**src/rtl/pwm_dac.sv**
```systemverilog
// PWM DAC: a free-running WIDTH-bit counter compared against a duty register that is
// double-buffered so duty only changes on period boundaries.
module pwm_dac #(
  parameter int WIDTH = 10
) (
  input  logic             clk,
  input  logic             reset,
  input  logic [WIDTH-1:0] sample_in,
  input  logic             sample_valid,
  output logic             sample_ready,
  output logic             pwm_out,
  output logic             period_start,
  output logic             underrun,
  output logic [7:0]       underrun_count
);

  localparam logic [WIDTH-1:0] CNT_MAX = '1;

  logic [WIDTH-1:0] cnt_reg;
  logic [WIDTH-1:0] active_reg;
  logic [WIDTH-1:0] pending_reg;
  logic             pending_full_reg;
  logic             pwm_reg;
  logic             underrun_reg;
  logic [7:0]       underrun_count_reg;

  logic accept;
  logic boundary;

  assign sample_ready   = !pending_full_reg && !reset;
  assign accept         = sample_valid && sample_ready;
  assign boundary       = (cnt_reg == CNT_MAX);
  assign period_start   = (cnt_reg == '0) && !reset;
  assign pwm_out        = pwm_reg;
  assign underrun       = underrun_reg;
  assign underrun_count = underrun_count_reg;

  always_ff @(posedge clk) begin
    if (reset) begin
      cnt_reg            <= '0;
      active_reg         <= '0;
      pending_reg        <= '0;
      pending_full_reg   <= 1'b0;
      pwm_reg            <= 1'b0;
      underrun_reg       <= 1'b0;
      underrun_count_reg <= 8'd0;
    end else begin
      cnt_reg      <= cnt_reg + 1'b1;
      pwm_reg      <= (cnt_reg < active_reg);
      underrun_reg <= 1'b0;
      if (boundary) begin
        // pending_full forces sample_ready low, so an accept here only happens when empty
        if (pending_full_reg) begin
          active_reg       <= pending_reg;
          pending_full_reg <= 1'b0;
        end else if (accept) begin
          active_reg <= sample_in;
        end else begin
          underrun_reg <= 1'b1;
          if (underrun_count_reg != 8'hFF) begin
            underrun_count_reg <= underrun_count_reg + 8'd1;
          end
        end
      end else if (accept) begin
        pending_reg      <= sample_in;
        pending_full_reg <= 1'b1;
      end
    end
  end

endmodule

```
**config.mk**
```make
export PLATFORM = sky130hd
export DESIGN_NAME = pwm_dac
export DESIGN_NICKNAME = d
export VERILOG_FILES = /design/src/rtl/pwm_dac.sv
export SDC_FILE = /design/constraint.sdc
export NUM_CORES = 1
export LEC_CHECK = 0
export ABC_AREA = 1
export CAP_MARGIN = 30
export CORE_MARGIN = 5
export CORE_UTILIZATION = 59
export CTS_CLUSTER_DIAMETER = 80
export CTS_CLUSTER_SIZE = 25
export DETAILED_ROUTE_END_ITERATION = 7
export GPL_ROUTABILITY_DRIVEN = 0
export PLACE_DENSITY = 0.91
export SYNTH_ARGS = -nofsm -noshare
export SYNTH_HDL_FRONTEND = slang
export SYNTH_SLANG_ARGS = --single-unit
```
**constraint.sdc**
```tcl
create_clock -name clk -period 3 [get_ports clk]
set_input_delay 0.6 -clock clk [delete_from_list [all_inputs] [get_ports clk]]
set_output_delay 0.6 -clock clk [all_outputs]
set_load 0.005 [all_outputs]
```
Figure 1. Drive-strength map.
The bar under the picture is 20 um long.
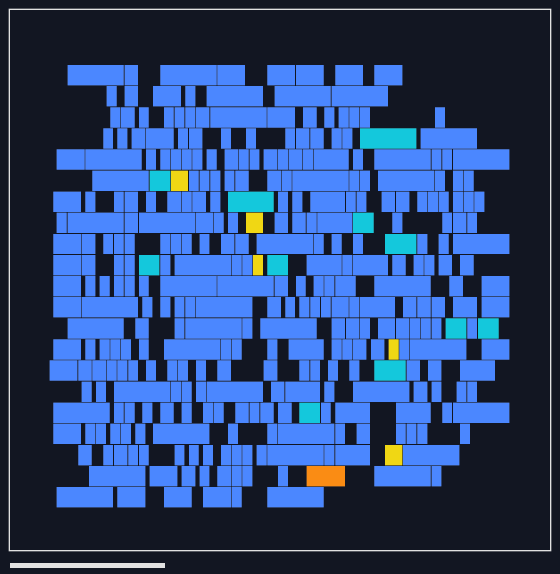
cyan -> drive 3 to 4  # cells 11, share 3.3%, most used clkbuf_4
blue -> drive 1 or less  # cells 319, share 95%, most used nor2_1
orange -> drive 6 and up  # cells 1, share 0.30%, most used clkbuf_8
yellow -> drive 2  # cells 5, share 1.5%

Figure 2. Clock network drawn from the DEF.
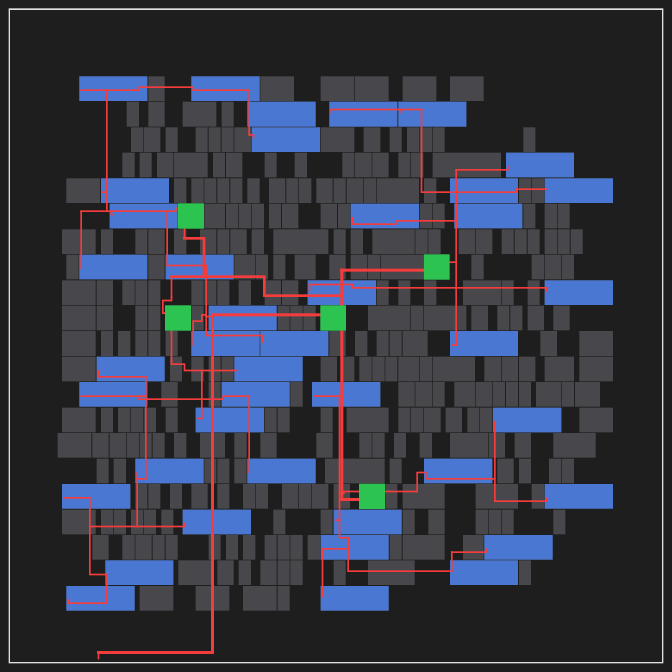
red -> clock wires  # length 499 um
green -> cells driving clock nets  # count 5
blue -> flip-flops  # count 41
flops lie = spread over the die
routed clock nets = 6

==> results.py <==
# Synthesis and PnR figures
metrics = {
    "final_timing": {
        "skew_ns": 0.008626,
        "fin_crit_ns": 2.634,
        "clock.fmax_mhz": 379.6,
        "timing.final.max_slew_violations": 0,
        "setup_slack_ns": 0.3656,
        "timing_hold_violations_final": 0,
        "report.final.setup_viol": 0,
        "rsz0062_at_grt": "no",
        "setup-tns-final_ns": 0,
        "worst_pin_slew_ns": 0.5058,
        "finalClockPeriodUsage_pct": 87.81,
        "slew-limit-headroom_pct": 65.92,
    },
    "cts": {
        "root_buffer": "clkbuf_4",
        "clock_tree.htree_level_count": 2,
        "tritoncts": "yes",
        "cts.sink_count": 41,
        "cts_inserted_buffers": 5,
        "path_clk_slew_ns": 0.11,
        "cts_post_setup_buffers_inserted": 0,
        "hold_buffers": 0,
        "cts_repair_resize_count": 0,
        "cts_buffer_depth": 2,
    },
    "finish": {
        "area_growth_pct": 15.40,
        "num_antenna_cells": 0,
        "layout.nets": 361,
        "fraction_of_layout_cells_with_a_size_suffix_above_1_pct": 5.060,
        "num-fill-cells": 297,
    },
    "synthesis": {
        "synth_cell_types": 24,
        "synth-seq-area-share_pct": 39.16,
        "ys.warnings.count": 0,
        "synth_stat.cells": 312,
        "edf_count": 0,
        "synthCells": 312,
        "ys_async_rst_share_pct": 0,
        "primary_flip_flop_cell_chosen_by_synthesis_mapping": "dfxtp_1",
        "postSynthNetCount": 337,
        "postSynthRegisterBits": 41,
        "post_synth_instance_area_um2": 2096,
        "ys_area_um2": 2096,
        "syn_avg_cell_area_um2": 6.717,
    },
    "critical_path": {
        "worst_r2r_endpoint": "pending_reg[8]",
        "timing.critical_path.required_ns": 2.40,
        "worst_path_max_delay_cell": "clkdlybuf4s50_1",
        "rr_worst_depth": 7,
        "worstPathMaxFanout": 3,
        "slowest_delay_ns": 0.55,
        "worstReg2RegStart": "pending_full_reg",
        "list_of_cells_traversed_by_the_critical_path": "clkdlybuf4s50_1 -> inv_1 -> nand3_1 -> nor4b_1 -> clkdlybuf4s50_1",
        "critical_path_arrival_ns": 2.03,
        "rrSetupSlack_ns": 0.82,
        "endpoint_kind": "output pin",
        "worst-setup-path-type": "in -> out",
        "worst_path_dominant_cell_family": "buffers and inverters",
        "critical_path.n_buffers_inverters": 3,
        "critical-path-top-cell-by-count": "clkdlybuf4s50_1",
        "timing.critical_path.from_type": "input pin",
    },
    "worst_hold_path": {
        "class_of_the_most_critical_hold_timing_path": "reg -> reg",
        "hold_depth": 1,
        "worstHoldEndpoint": "cnt_reg[0]",
        "hold_path_startpoint": "cnt_reg[0]",
    },
    "route": {
        "route.detailed.vias_per_inst": 5.144,
        "drt_first_iter_violations": 107,
        "drt_pass1_iterations": 6,
        "antenna_left": 0,
        "via_count": 1965,
        "drt-wirelength-per-cell_um": 11.26,
        "route.detailed.drc": 0,
        "wirelength_mm": 4.302,
    },
    "placed_design": {
        "hpwlAfterDp_mm": 3.177,
        "portbufs": 24,
        "placed_area_um2": 2364,
        "dpl_worst_slack_ns": 0.3692,
    },
    "power": {
        "p_per_cell_area_nw_per_um2": 393.9,
        "vdd.ir_drop.worst_mv": 0.3185,
        "p_leak_nw": 1.094,
    },
    "global_routing": {
        "grt.overflow.total": 0,
        "grt_antenna_before_repair": 0,
        "groute.usage.overall_pct": 18.44,
        "grt_first_pass_wirelength_mm": 7.521,
        "grt_pass1_vias": 1774,
        "grt_max_degree": 38,
    },
    "floorplan": {
        "initial_core_util_pct": 61.83,
        "boundaryPins": 25,
        "die_h_um": 69.60,
        "chip_area_um2": 4844,
        "floorplan.die.width_um": 69.60,
    },
    "run": {
        "tally_of_openroad_warnings": 27,
        "number_of_max_cap_violations": 0,
    },
    "outcome": {
        "outcome": "complete, no violations",
    },
}
Figure 3. Cell classes on the final placement.
The bar under the picture is 20 um long.
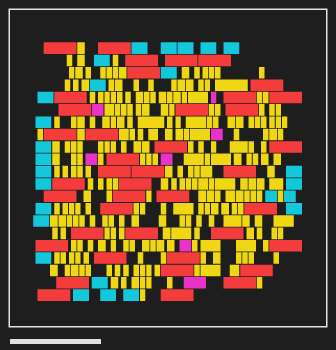
cyan -> other buffers and delay cells  # cells 26, share of their area 11%
red -> flip-flops  # cells 41, share of their area 35%
magenta -> clock drivers and dummy loads  # cells 7, share of their area 2.3%
yellow -> all other logic  # cells 262, share of their area 52%
final instance area: 2419 um2
core region area: 3390 um2
final standard cell utilization of the core: 71.35%
std cell rows: 21
fraction of area in registers: 33.94%

Figure 4. Clock wiring as the flow saved it.
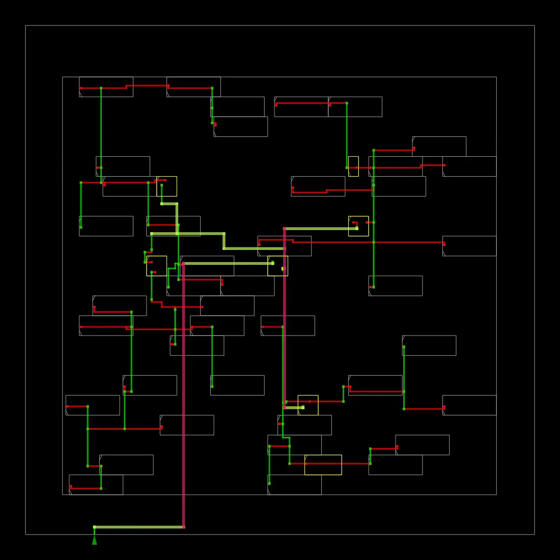
clk_lat worst skew: 0.34 ns
FF+latch count: 41

## worst reg2reg max path: stages, from the launching register on
cell	delay, ns
dfxtp_1	0.63
inv_1	0.33
nand2_1	0.24
nor2_1	0.06
nand2_1	0.26
clkinv_1	0.34
nor2_1	0.18
nor2_1	0.06
## cell usage after synthesis, types with 2 or more instances
master,number,area share (%)
nor3_1,3,0.72
nand4_1,2,0.60
a21oi_1,14,3.3
nor2_2,2,0.60
nor2_4,2,1.1
ha_1,12,7.2
nor2_1,74,13
nand2_1,70,13
dfxtp_1,41,39
nand3_1,16,3.8
inv_2,2,0.36
clkbuf_1,5,0.90
buf_2,3,0.72
inv_1,32,5.7
o21ai_0,25,6.0
## cell usage in the layout (no fill, tap or decap)
cell type,netlist,layout
clkdlybuf4s50_1,0,24
nor3_1,3,3
a21oi_4,1,1
ha_1,12,12
nand4_1,2,2
nor2_1,74,74
a31oi_1,1,1
inv_1,32,32
o21ai_0,25,25
nor2_4,2,2
a21oi_1,14,14
nor2_2,2,2
nand3_1,16,16
nor4b_1,1,1
nand3b_4,1,1
clkinv_1,1,1
nand2_1,70,70
buf_4,0,2
dfxtp_1,41,41
clkbuf_8,0,1
clkbuf_4,0,5
inv_2,2,2
o21bai_1,1,1
o21ai_1,1,1
nand2_2,1,1
clkbuf_1,5,1
## metrics by stage
stage | total power [mW] | utilization (%) | std cells | hold slack, ns
2_1_floorplan | 0.6412 | - | 312 | 0.4300
3_3_place_gp | 0.6809 | 69.73 | 375 | 0.4495
3_5_place_dp | 0.6833 | 69.73 | 375 | 0.4604
4_1_cts | 0.9592 | 71.35 | 382 | 0.4867
5_1_grt | 0.9966 | 71.35 | 382 | 0.5103
6_report | 0.9527 | 71.35 | 382 | 0.4795
## metal layers
metal / global-route usage (%) / share of wire (%) / vias up / routed length (um)
met5: 0 / 0 / - / 0
met4: 7.375 / 1.6 / 0 / 70
met3: 3.768 / 4.7 / 8 / 203
met2: 30.61 / 46 / 44 / 1993
met1: 23.21 / 47 / 887 / 2034
li1: - / - / 1026 / -
## cell families after synthesis
family	after synthesis	share of synthesized area [%]
simple gates	172	34.27
buf+inv	44	8.418
compound gates	43	10.99
flops	41	39.16
fa+ha+maj	12	7.164
## report_power, final
group          internal [mW]  switching [mW]
clock network          0.111           0.171
registers              0.559          0.0120
logic                 0.0459          0.0543
## area by class of cell
| type | instances | area (um2) | area share [%] |
|---|---|---|---|
| clock buffers | 7 | 55.05 | 2.276 |
| inverters | 35 | 131.4 | 5.432 |
| multi-input cells | 227 | 1099 | 45.42 |
| flip-flops and latches | 41 | 820.8 | 33.94 |
| well taps | 46 | 57.56 | 2.380 |
| repair buffers | 26 | 255.2 | 10.55 |
## worst max path at each step
stage                               to  cells past startpoint              from
after global placement    period_start                      5             reset
final                     period_start                      5             reset
after CTS                 period_start                      5             reset
after global routing      sample_ready                      4  pending_full_reg
after floorplan           period_start                      4             reset
after detailed placement  period_start                      5             reset
No activity file was given, so power comes from the tool's default toggle rates.
